Figure 1. Cell classes on the final placement (run 1).
Drawn at 3 px/um.
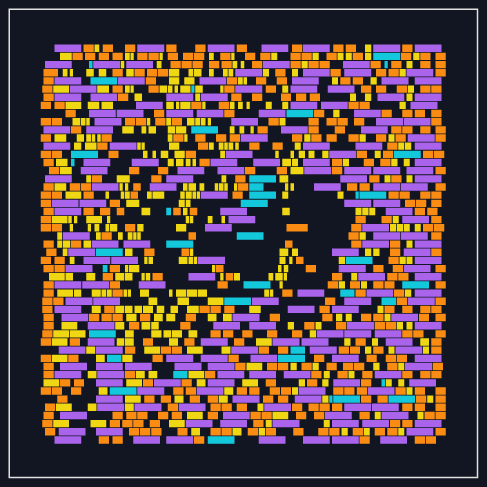
Figure 2. Register map, names as in the netlist (run 1).
Drawn at 2 px/um. Other sequential cells in the stronger grey, the rest of the logic in the fainter grey.
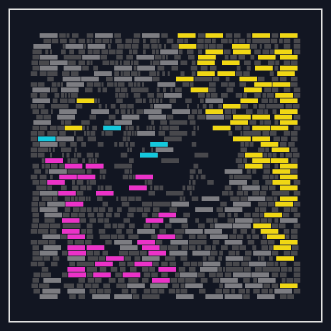
Figure 3. Drive-strength map (run 1).
Drawn at 2 px/um.
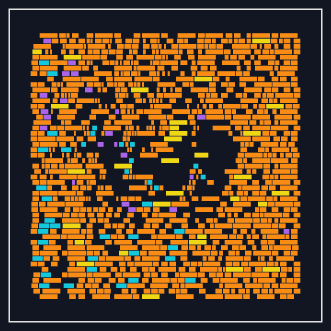
**src/rtl/memory_stage_pkg.sv**
```systemverilog
// Shared Bexkat1 definitions used by the memory stage: instruction type codes,
// access size and memory-stage state encodings.
package memory_stage_pkg;

    localparam logic [3:0] T_MOV   = 4'h4;
    localparam logic [3:0] T_ALU   = 4'h6;
    localparam logic [3:0] T_LOAD  = 4'h9;
    localparam logic [3:0] T_STORE = 4'hA;

    typedef enum logic [1:0] {
        MS_WORD = 2'b00,
        MS_HALF = 2'b01,
        MS_BYTE = 2'b10
    } memsize_t;

    typedef enum logic {
        MS_IDLE = 1'b0,
        MS_BUS  = 1'b1
    } memstate_t;

    // Encoding 2'b11 is reserved and behaves as a word access.
    function automatic memsize_t decode_size(input logic [1:0] f);
        case (f)
            2'b01:   return MS_HALF;
            2'b10:   return MS_BYTE;
            default: return MS_WORD;
        endcase
    endfunction

endpackage

```
**src/rtl/memory_stage_lanes.sv**
```systemverilog
// Big-endian byte-lane steering: byte enables, replicated store data,
// zero-extended load data and alignment check for one access.
module mem_lanes
    import memory_stage_pkg::*;
(
    input  memsize_t    size_i,
    input  logic [1:0]  adr_i,
    input  logic [31:0] wdata_i,
    input  logic [31:0] rdata_i,
    output logic [3:0]  sel_o,
    output logic [31:0] wdata_o,
    output logic [31:0] rdata_o,
    output logic        misaligned_o
);

    always_comb begin
        sel_o        = 4'hF;
        wdata_o      = wdata_i;
        rdata_o      = rdata_i;
        misaligned_o = 1'b0;
        case (size_i)
            MS_BYTE: begin
                // Address 0 is the most significant lane.
                sel_o   = 4'b1000 >> adr_i;
                wdata_o = {4{wdata_i[7:0]}};
                case (adr_i)
                    2'd0:    rdata_o = {24'h0, rdata_i[31:24]};
                    2'd1:    rdata_o = {24'h0, rdata_i[23:16]};
                    2'd2:    rdata_o = {24'h0, rdata_i[15:8]};
                    default: rdata_o = {24'h0, rdata_i[7:0]};
                endcase
            end
            MS_HALF: begin
                misaligned_o = adr_i[0];
                sel_o        = adr_i[1] ? 4'b0011 : 4'b1100;
                wdata_o      = {2{wdata_i[15:0]}};
                rdata_o      = adr_i[1] ? {16'h0, rdata_i[15:0]} : {16'h0, rdata_i[31:16]};
            end
            default: begin
                misaligned_o = |adr_i;
            end
        endcase
    end

endmodule

```
**src/rtl/memory_stage.sv**
```systemverilog
// Bexkat1 memory stage: passes non-memory instructions through in one cycle and
// turns loads/stores into a single Wishbone-style bus cycle, stalling upstream.
module memory_stage
    import memory_stage_pkg::*;
#(
    parameter int AWIDTH = 32
) (
    input  logic              clk_i,
    input  logic              rst_ni,
    input  logic [63:0]       ir_i,
    input  logic [31:0]       pc_i,
    input  logic [31:0]       result_i,
    input  logic [31:0]       reg_data1_i,
    input  logic [1:0]        reg_write_i,
    input  logic              halt_i,
    output logic [63:0]       ir_o,
    output logic [31:0]       pc_o,
    output logic [31:0]       result_o,
    output logic [1:0]        reg_write_o,
    output logic              halt_o,
    output logic              stall_o,
    output logic              exc_o,
    output logic              bus_cyc_o,
    output logic              bus_stb_o,
    output logic              bus_we_o,
    output logic [AWIDTH-1:0] bus_adr_o,
    output logic [3:0]        bus_sel_o,
    output logic [31:0]       bus_dat_o,
    input  logic [31:0]       bus_dat_i,
    input  logic              bus_ack_i,
    input  logic              bus_err_i
);

    memstate_t         state_q, state_d;
    logic              cyc_q, cyc_d, we_q, we_d;
    logic [AWIDTH-1:0] adr_q, adr_d;
    logic [3:0]        sel_q, sel_d;
    logic [31:0]       dat_q, dat_d;
    logic [63:0]       ir_q, ir_d;
    logic [31:0]       pc_q, pc_d, result_q, result_d;
    logic [1:0]        rw_q, rw_d;
    logic              halt_q, halt_d, exc_q, exc_d, stall_c;

    logic        is_load, is_store, is_mem, misaligned;
    logic [3:0]  lane_sel;
    logic [31:0] lane_wdata, lane_rdata;

    assign is_load  = (ir_i[31:28] == T_LOAD);
    assign is_store = (ir_i[31:28] == T_STORE);
    assign is_mem   = is_load | is_store;

    mem_lanes u_lanes (
        .size_i       (decode_size(ir_i[25:24])),
        .adr_i        (result_i[1:0]),
        .wdata_i      (reg_data1_i),
        .rdata_i      (bus_dat_i),
        .sel_o        (lane_sel),
        .wdata_o      (lane_wdata),
        .rdata_o      (lane_rdata),
        .misaligned_o (misaligned)
    );

    // Upstream holds its inputs while stalled, so ir_i/result_i stay valid
    // for the whole bus cycle and can be used again when it completes.
    always_comb begin
        state_d  = state_q;
        cyc_d    = cyc_q;
        we_d     = we_q;
        adr_d    = adr_q;
        sel_d    = sel_q;
        dat_d    = dat_q;
        ir_d     = ir_i;
        pc_d     = pc_i;
        result_d = result_i;
        rw_d     = reg_write_i;
        exc_d    = 1'b0;
        stall_c  = 1'b0;
        case (state_q)
            MS_IDLE: begin
                if (is_mem && misaligned) begin
                    rw_d  = 2'b00;
                    exc_d = 1'b1;
                end else if (is_mem) begin
                    stall_c  = 1'b1;
                    state_d  = MS_BUS;
                    cyc_d    = 1'b1;
                    we_d     = is_store;
                    adr_d    = result_i[AWIDTH-1:0];
                    sel_d    = lane_sel;
                    dat_d    = lane_wdata;
                    ir_d     = '0;
                    pc_d     = '0;
                    result_d = '0;
                    rw_d     = 2'b00;
                end
            end
            default: begin
                if (bus_err_i || bus_ack_i) begin
                    state_d = MS_IDLE;
                    cyc_d   = 1'b0;
                    if (is_load) result_d = lane_rdata;
                    if (bus_err_i) begin
                        rw_d  = 2'b00;
                        exc_d = 1'b1;
                    end
                end else begin
                    stall_c  = 1'b1;
                    ir_d     = '0;
                    pc_d     = '0;
                    result_d = '0;
                    rw_d     = 2'b00;
                end
            end
        endcase
        halt_d = halt_q | (halt_i & ~stall_c);
    end

    always_ff @(posedge clk_i or negedge rst_ni) begin
        if (!rst_ni) begin
            state_q  <= MS_IDLE;
            cyc_q    <= 1'b0;
            we_q     <= 1'b0;
            adr_q    <= '0;
            sel_q    <= '0;
            dat_q    <= '0;
            ir_q     <= '0;
            pc_q     <= '0;
            result_q <= '0;
            rw_q     <= '0;
            halt_q   <= 1'b0;
            exc_q    <= 1'b0;
        end else begin
            state_q  <= state_d;
            cyc_q    <= cyc_d;
            we_q     <= we_d;
            adr_q    <= adr_d;
            sel_q    <= sel_d;
            dat_q    <= dat_d;
            ir_q     <= ir_d;
            pc_q     <= pc_d;
            result_q <= result_d;
            rw_q     <= rw_d;
            halt_q   <= halt_d;
            exc_q    <= exc_d;
        end
    end

    // Gating with rst_ni releases upstream immediately when reset asserts.
    assign stall_o     = rst_ni & stall_c;
    assign bus_cyc_o   = cyc_q;
    assign bus_stb_o   = cyc_q;
    assign bus_we_o    = we_q;
    assign bus_adr_o   = adr_q;
    assign bus_sel_o   = sel_q;
    assign bus_dat_o   = dat_q;
    assign ir_o        = ir_q;
    assign pc_o        = pc_q;
    assign result_o    = result_q;
    assign reg_write_o = rw_q;
    assign halt_o      = halt_q;
    assign exc_o       = exc_q;

endmodule

```
**config.mk**
```make
export PLATFORM = sky130hd
export DESIGN_NAME = memory_stage
export DESIGN_NICKNAME = d
export VERILOG_FILES = /design/src/rtl/memory_stage_pkg.sv /design/src/rtl/memory_stage_lanes.sv /design/src/rtl/memory_stage.sv
export SDC_FILE = /design/constraint.sdc
export NUM_CORES = 1
export LEC_CHECK = 0
export ABC_CLOCK_PERIOD_IN_PS = 3850
export CORE_MARGIN = 10
export CORE_UTILIZATION = 43
export DETAILED_ROUTE_END_ITERATION = 7
export PLACE_DENSITY_LB_ADDON = 0.25
export SLEW_MARGIN = 20
export SYNTH_ARGS = -nofsm -noshare
export SYNTH_HDL_FRONTEND = slang
export SYNTH_SLANG_ARGS = --single-unit
```
**constraint.sdc**
```tcl
create_clock -name clk_i -period 3.85 [get_ports clk_i]
set_input_delay 0.5775 -clock clk_i [delete_from_list [all_inputs] [get_ports clk_i]]
set_output_delay 0.5775 -clock clk_i [all_outputs]
set_load 0.005 [all_outputs]
```
==> job_summary.md, run 1 <==
### Flow metrics

| Metric | Value |
|---|---|
| Worst vdd ir | 397.3 uV |
| Drt drc | 0 |
| CTS tree | done |
| Highest routed layer | met4 |
| Ports | 403 |
| FF+latch count, synth | 203 |
| Post-CTS Hold Fix Bufs | 0 |
| Worst-path cell chain | clkdlybuf4s50_1, inv_1, ha_1, o21ai_0, nand4_1, nand2_1, and2_1, clkdlybuf4s50_1 |
| Post-CTS sizing | 0 |
| Final nets | 1204 |
| Top cell type by total area after synthesis | dfrtp_1 |
| Antenna Nets Post-Route | 0 |
| Ratio of final minimum period to clock period | 85.46% |
| Outcome | completed |
| Die W | 155.6 um |
| Layout cells sized above 1 | 9.046% |
| Vias in the first global route | 6835 |
| FMAX | 303.9 MHz |
| CTS Sinks | 203 |
| Post-CTS Setup Bufs | 0 |
| Most common cell in the synthesized netlist | dfrtp_1 |
| Comb area | 0.002536 mm2 |
| Critical path type | in2out |
| Yosys warns | 0 |
| Cell count after synthesis | 617 |
| CP Launch Point | ir_i[24] |
| Tool warning count | 30 |
| Die height | 155.6 um |
| Main flop type | dfrtp_1 |
| Reg-to-Reg Start | state_q |
| Post-route minimum period | 3.290 ns |
| R2R cell count | 6 |
| Crit path max fanout | 2 |
| # Cells Yosys | 617 |
| First-pass GRT wire length | 43290 um |
| Clock tree buffer depth | 3 |
| Static leakage | 5.691 nW |
| Iteration-0 DRC Markers | 414 |
| Routed wire per std cell | 23.97 um |
| H-tree Lvls | 1 |
| Slew HR | 38.23% |
| Worst-path clk slew | 0.06 ns |
| Place WS | 0.5488 ns |
Notes on Figure 1 above:
remaining logic cells: marked yellow, cells 362. remaining buffers and delay cells: marked orange, cells 414. clock drivers and dummy loads: marked cyan, cells 38. registers: marked purple, cells 203.
Row Count: 49
fin util: 70.80%
fin area: 0.01276 mm2
sequential cell area share: 39.80%

Notes on Figure 2 above:
ir_o: marked yellow, sequential cells 64. result_o: marked magenta, sequential cells 32. bus_sel_o: marked cyan, sequential cells 4.
Sequential Power: 2.62 mW
FF+latch area: 0.005080 mm2

Notes on Figure 3 above:
x3 and x4: marked cyan, cells 39, most used mux2_4. x2: marked purple, cells 22, most used mux2_2. x1 and smaller: marked orange, cells 925, most used clkdlybuf4s50_1. x6 and larger: marked yellow, cells 31, most used clkbuf_16.
worst setup margin: 0.5598 ns
Non-clock buffers: 414
Area growth, synth to finish: 61.52%

[run 1: worst register-to-register path, cell delays in order, from the launching register on]
cell and delay [ns]:
dfrtp_1 0.56, a21oi_1 0.13, nand4_1 0.19, buf_12 0.61, and2_1 0.28, buf_4 0.29
a22o_1 0.21
[run 1: layout by cell type, fill, tap and decap left out, types with 8 or more instances in the layout]
cell type	count
o21ai_0	40
a22o_1	24
nand2_1	34
mux2_2	14
inv_1	8
clkdlybuf4s50_1	401
a22oi_1	24
a221o_1	8
clkbuf_16	23
o2bb2ai_1	10
mux2_4	28
buf_4	11
and3_1	92
a21oi_1	17
nor2_1	23
dfrtp_1	203
[run 1: worst max path at each step]
stage / end / slack (ns) / cells past startpoint
finish: stall_o / 0.56 / 8
global route: stall_o / 0.49 / 8
CTS: stall_o / 0.56 / 8
detailed placement: result_o[26] / 0.55 / 9
global placement: stall_o / 0.60 / 8
floorplan: stall_o / 1.68 / 7
[run 1: report_power, final]
part / total, mW / internal [mW] / switching [mW] / leakage [nW]
clock network: 2.02 / 1.20 / 0.811 / 0.343
registers: 2.62 / 2.46 / 0.158 / 2.44
logic: 1.55 / 1.01 / 0.546 / 2.91
total: 6.19 / 4.67 / 1.51 / 5.69
[run 1: layout make-up]
class,instances,share of cell area (%)
antenna,2,0.03922
clock buffer,36,5.363
clock inverter,2,0.07843
inverter,8,0.2353
multi-input combinational,354,19.87
sequential,203,39.80
tap,229,2.245
timing repair buffer,414,32.36
[run 1: per-stage QoR]
| step | utilization [%] | cell area, um2 | total power, mW | instances | hold slack [ns] |
|---|---|---|---|---|---|
| after floorplan | - | 7901 | 3.103 | 617 | 0.2819 |
| after global routing | 70.78 | 12760 | 6.451 | 1246 | 0.3641 |
| after global placement | 66.92 | 12060 | 4.183 | 1208 | 0.4525 |
| after CTS | 70.78 | 12760 | 6.257 | 1246 | 0.3267 |
| after detailed placement | 66.92 | 12060 | 4.219 | 1208 | 0.4673 |
| final | 70.80 | 12760 | 6.185 | 1248 | 0.3079 |
[run 1: kinds of logic after synthesis]
| kind of cell | count (synthesis) | synth area share (%) |
|---|---|---|
| compound gates | 138 | 12.18 |
| xor+xnor | 1 | 0.1109 |
| fa+ha+maj | 2 | 0.3167 |
| buf+inv | 60 | 3.642 |
| flops | 203 | 64.29 |
| mux | 48 | 8.076 |
| simple gates | 165 | 11.39 |
[run 1: registers in the layout, summed over array words and instances, names as in the netlist]
signal	count
ir_o	64
halt_o	1
bus_dat_o	32
bus_adr_o	32
reg_write_o	2
result_o	32
state_q	1
pc_o	32
bus_sel_o	4
bus_we_o	1
exc_o	1
bus_cyc_o	1
[run 1: routing by layer]
layer	up-vias	GRT usage, %
met4	0	7.264
met3	54	8.326
met5	-	0
li1	2973	-
met2	283	40.18
met1	3201	25.85
Figure 4. Metal 3 (run 1).
Drawn at 2 px/um.
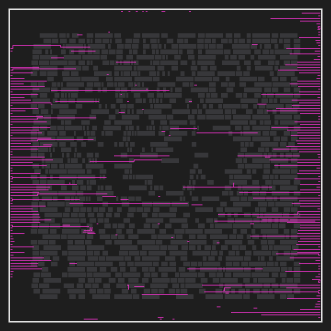

==> run 2, diff against run 1 <==
--- a/config.mk
+++ b/config.mk
@@ -9,6 +9,7 @@
 export CORE_MARGIN = 10
 export CORE_UTILIZATION = 43
 export DETAILED_ROUTE_END_ITERATION = 7
+export GPL_TIMING_DRIVEN = 0
 export PLACE_DENSITY_LB_ADDON = 0.25
 export SLEW_MARGIN = 20
 export SYNTH_ARGS = -nofsm -noshare
Figure 5. Metal 3 (run 2).
Drawn at 2 px/um.
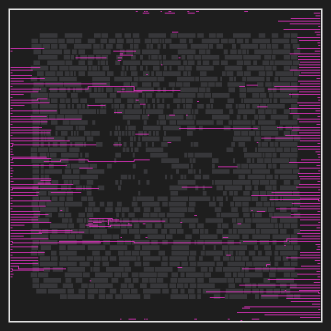
239 nets have wire on it. The longest straight run is 56.1 um. The layer carries 2950 um of wire.
WL final: 31200 um
via count: 6748
met3 Use GR: 8.437%

Figure 6. Cell placement (run 2).
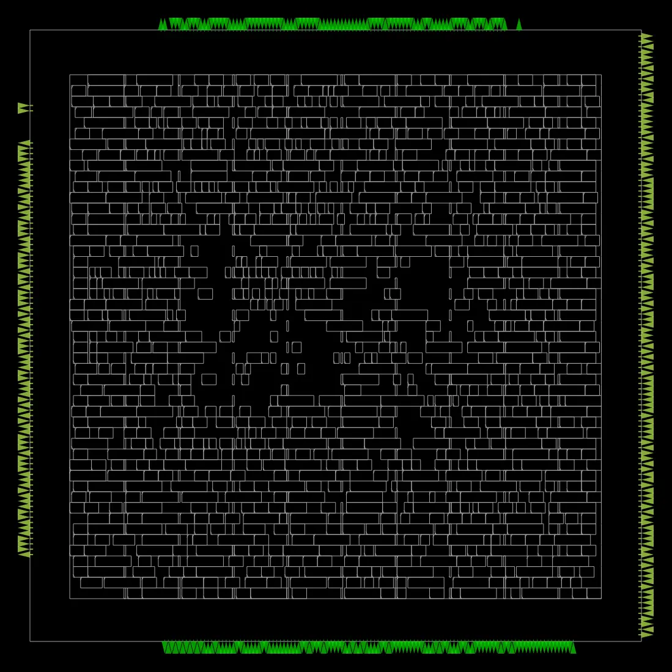
Post-Layout Cell Count: 1289
n_taps: 229
fin util: 72.20%
# fillers: 1271

==> run 2 against run 1 <==
Effect of this change: global-route usage increased by 1.3 points; clock power up 5%; cell count grew 3.3%; via count is 3.6% higher; clock skew down 0.0049 ns; utilization grew 1.4 points; power increased by 2.3%; synthesized cell count unchanged.
==> job_summary.md, run 2 <==
### Flow metrics

| Metric | Value |
|---|---|
| Mux area share | 8.076% (unchanged) |
| Slew HR | 43.90% (was 38.23%) |
| ANT cells | 0 (was 2) |
| Crit path max fanout | 10 (was 2) |
| Ports | 403 (unchanged) |
| Grt met2 use | 42.61% (was 40.18%) |
| FF+latch count, synth | 203 (unchanged) |
| Cell count after synthesis | 617 (unchanged) |
| Post-CTS Setup Bufs | 0 (unchanged) |
| Yosys warns | 0 (unchanged) |
| Critical path type | in2out (unchanged) |
| Dominant logic cell type in the layout | clkdlybuf4s50_1 (unchanged) |
| R2R cell count | 5 (was 6) |
| Xor+xnor area frac | 0.1108% (unchanged) |
| Met1 usage | 26.71% (was 25.85%) |
| DP Area | 0.01227 mm2 (was 0.01206 mm2) |
| Post-CTS sizing | 0 (unchanged) |
| GR peak layer | met2 (unchanged) |
| Outcome | completed (unchanged) |
| Post-CTS Hold Fix Bufs | 0 (unchanged) |
==> run 2: worst max path at each step <==
stage,from,end,cells after the start
3_5_place_dp,ir_i[24],stall_o,9
6_report,ir_i[24],stall_o,9
3_3_place_gp,rst_ni,pc_o[20],1
4_1_cts,ir_i[24],stall_o,9
2_1_floorplan,ir_i[24],stall_o,7
5_1_grt,ir_i[24],stall_o,9
==> run 2: final cells by class <==
class                   count  area [um2]  share of cell area [%]
repair buffers            404        4084                   31.38
inverters                   8       30.03                  0.2307
clock buffers              30       641.9                   4.932
multi-input cells         354        2534                   19.47
flip-flops and latches    203        5080                   39.03
well taps                 229       286.5                   2.202
plain buffers              52       257.7                   1.981
clock inverters             9       100.1                  0.7692
==> run 2: metal layers <==
layer  wire, um  share of wire (%)  up-vias
li1           -                  -     3069
met1      11320                 36     3301
met2      15720                 50      312
met3       2952                9.5       64
met4       1200                3.8        2
met5         10              0.032        -
==> run 2: kinds of logic after synthesis <==
logic type,count (synthesis)
flops,203
simple gates,165
compound gates,138
buf+inv,60
mux,48
fa+ha+maj,2
xor+xnor,1
==> run 2: report_power, final <==
part	switching, mW	internal [mW]
Clock	0.830	1.30
Sequential	0.154	2.46
Combinational	0.564	1.02
Total	1.55	4.78
==> run 2: stage by stage <==
step                hold WS (ns)  total power, mW  std cells  utilization [%]
floorplan                 0.2819            3.103        617                -
global placement          0.4609            4.203       1248            67.75
detailed placement        0.4667            4.247       1250            68.08
CTS                      0.02837            6.397       1289            72.20
global route             0.05536            6.593       1289            72.20
finish                   0.01583            6.330       1289            72.20
==> run 3, diff against run 2 <==
--- a/config.mk
+++ b/config.mk
@@ -11,7 +11,6 @@
 export DETAILED_ROUTE_END_ITERATION = 7
 export GPL_TIMING_DRIVEN = 0
 export PLACE_DENSITY_LB_ADDON = 0.25
-export SLEW_MARGIN = 20
 export SYNTH_ARGS = -nofsm -noshare
 export SYNTH_HDL_FRONTEND = slang
 export SYNTH_SLANG_ARGS = --single-unit
Figure 7. Cell classes on the final placement (run 3).
Drawn at 3 px/um.
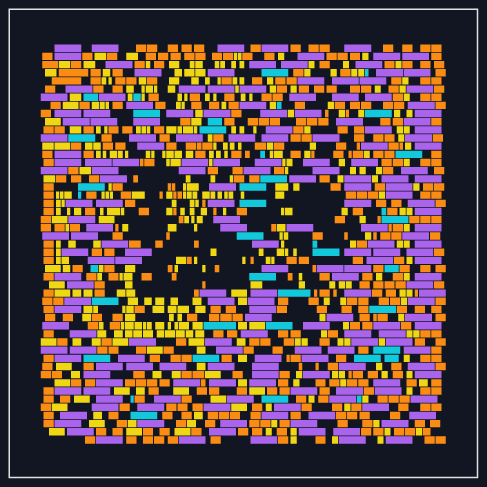
core area: 0.01802 mm2
fin area: 0.01301 mm2
sequential cell area share: 39.03%

==> run 3 against run 2 <==
Effect of this change: worst setup slack is the same; count of clock-buffer cells in the layout is the same; area after synthesis stayed put; design area unchanged; fmax unchanged.
==> job_summary.md, run 3 <==
### Flow metrics

| Metric | Value |
|---|---|
| Met1 usage | 26.71% (unchanged) |
| Outcome | completed (unchanged) |
| FF+latch count, synth | 203 (unchanged) |
| Dominant logic cell type in the layout | clkdlybuf4s50_1 (unchanged) |
| Post-CTS Setup Bufs | 0 (unchanged) |
| Mux area share | 8.076% (unchanged) |
| Die height | 155.6 um (unchanged) |
| Most common cell in the synthesized netlist | dfrtp_1 (unchanged) |
| Adder share | 0.3167% (unchanged) |
| Comb area | 0.002534 mm2 (unchanged) |
| Die W | 155.6 um (unchanged) |
| Tool warning count | 27 (unchanged) |
| # Cells Yosys | 617 (unchanged) |
| Via count | 6748 (unchanged) |
| Fin util | 72.20% (unchanged) |
| Critical path type | in2out (unchanged) |
| Main flop type | dfrtp_1 (unchanged) |
| Placed Cells | 1250 (unchanged) |
| Worst-path clk slew | 0.06 ns (about the same) |
| Final nets | 1246 (unchanged) |
| Row Count | 49 (unchanged) |
| Area growth, synth to finish | 64.70% (unchanged) |
| Drt drc | 0 (unchanged) |
| Worst setup margin | 0.3466 ns (unchanged) |
| Top non-seq family | AND-OR/OR-AND gates (unchanged) |
Figure 8. Cell placement (run 3).
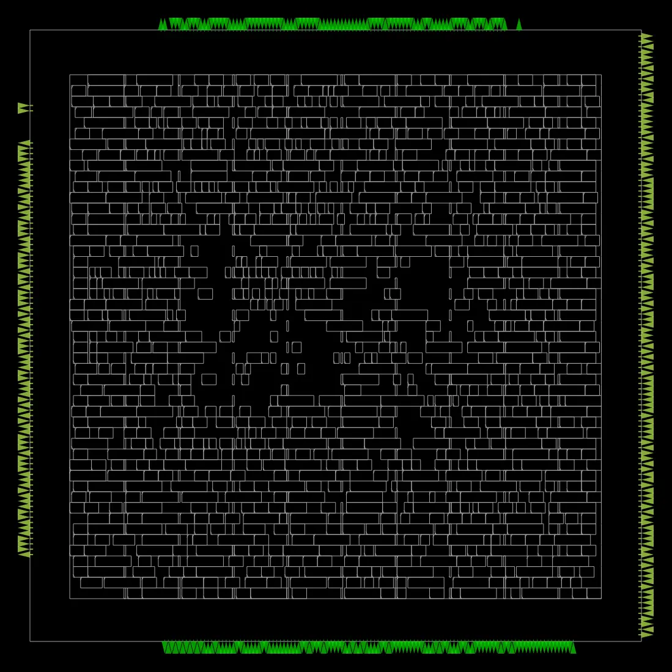
Seq Cell Count: 203

## run 3: cells by family after synthesis
family | after synthesis
buffers and inverters | 60
adder cells (fa/ha/maj) | 2
AND-OR/OR-AND | 138
multiplexers | 48
AND/OR/NAND/NOR | 165
flip-flops | 203
XOR/XNOR | 1
## run 3: report_power, final
part	leakage (nW)	switching (mW)	internal (mW)
Sequential	2.44	0.154	2.46
Clock	0.364	0.830	1.30
Combinational	3.00	0.564	1.02
## run 3: area by class of cell
| class | count | share of cell area (%) |
|---|---|---|
| sequential | 203 | 39.03 |
| timing repair buffer | 404 | 31.38 |
| tap | 229 | 2.202 |
| multi-input combinational | 354 | 19.47 |
| clock inverter | 9 | 0.7692 |
| buffer | 52 | 1.981 |
| inverter | 8 | 0.2307 |
| clock buffer | 30 | 4.932 |
## run 3: worst max-delay path: cells and delay by family
kind / cells / cell delay (ns)
AND/OR/NAND/NOR: 3 / 0.45
AND-OR/OR-AND: 1 / 0.11
adder cells (fa/ha/maj): 1 / 0.38
buffers and inverters: 4 / 1.41
## run 3: layer usage
layer	share of wire (%)	vias to the layer above	wire (um)
met3	9.5	64	2952
met1	36	3301	11320
li1	-	3069	-
met4	3.8	2	1200
met5	0.032	-	10
met2	50	312	15720
## run 3: final timing paths
path                            startpoint            to  slack (ns)
worst min-delay path                rst_ni  bus_dat_o[1]        0.02
worst min register to register    bus_we_o      bus_we_o        0.48
min in group clk_i                bus_we_o      bus_we_o        0.48
max in group asynchronous           rst_ni  result_o[17]        2.76
worst max register to register     state_q      ir_o[10]        2.00
worst max-delay path              ir_i[24]       stall_o        0.35
## run 3: metrics by stage
stage,hold WS (ns),power (mW)
6_report,0.01583,6.330
2_1_floorplan,0.2819,3.103
4_1_cts,0.02837,6.397
3_3_place_gp,0.4609,4.203
3_5_place_dp,0.4667,4.247
5_1_grt,0.05536,6.593
Power is estimated from default activity; no workload was simulated.
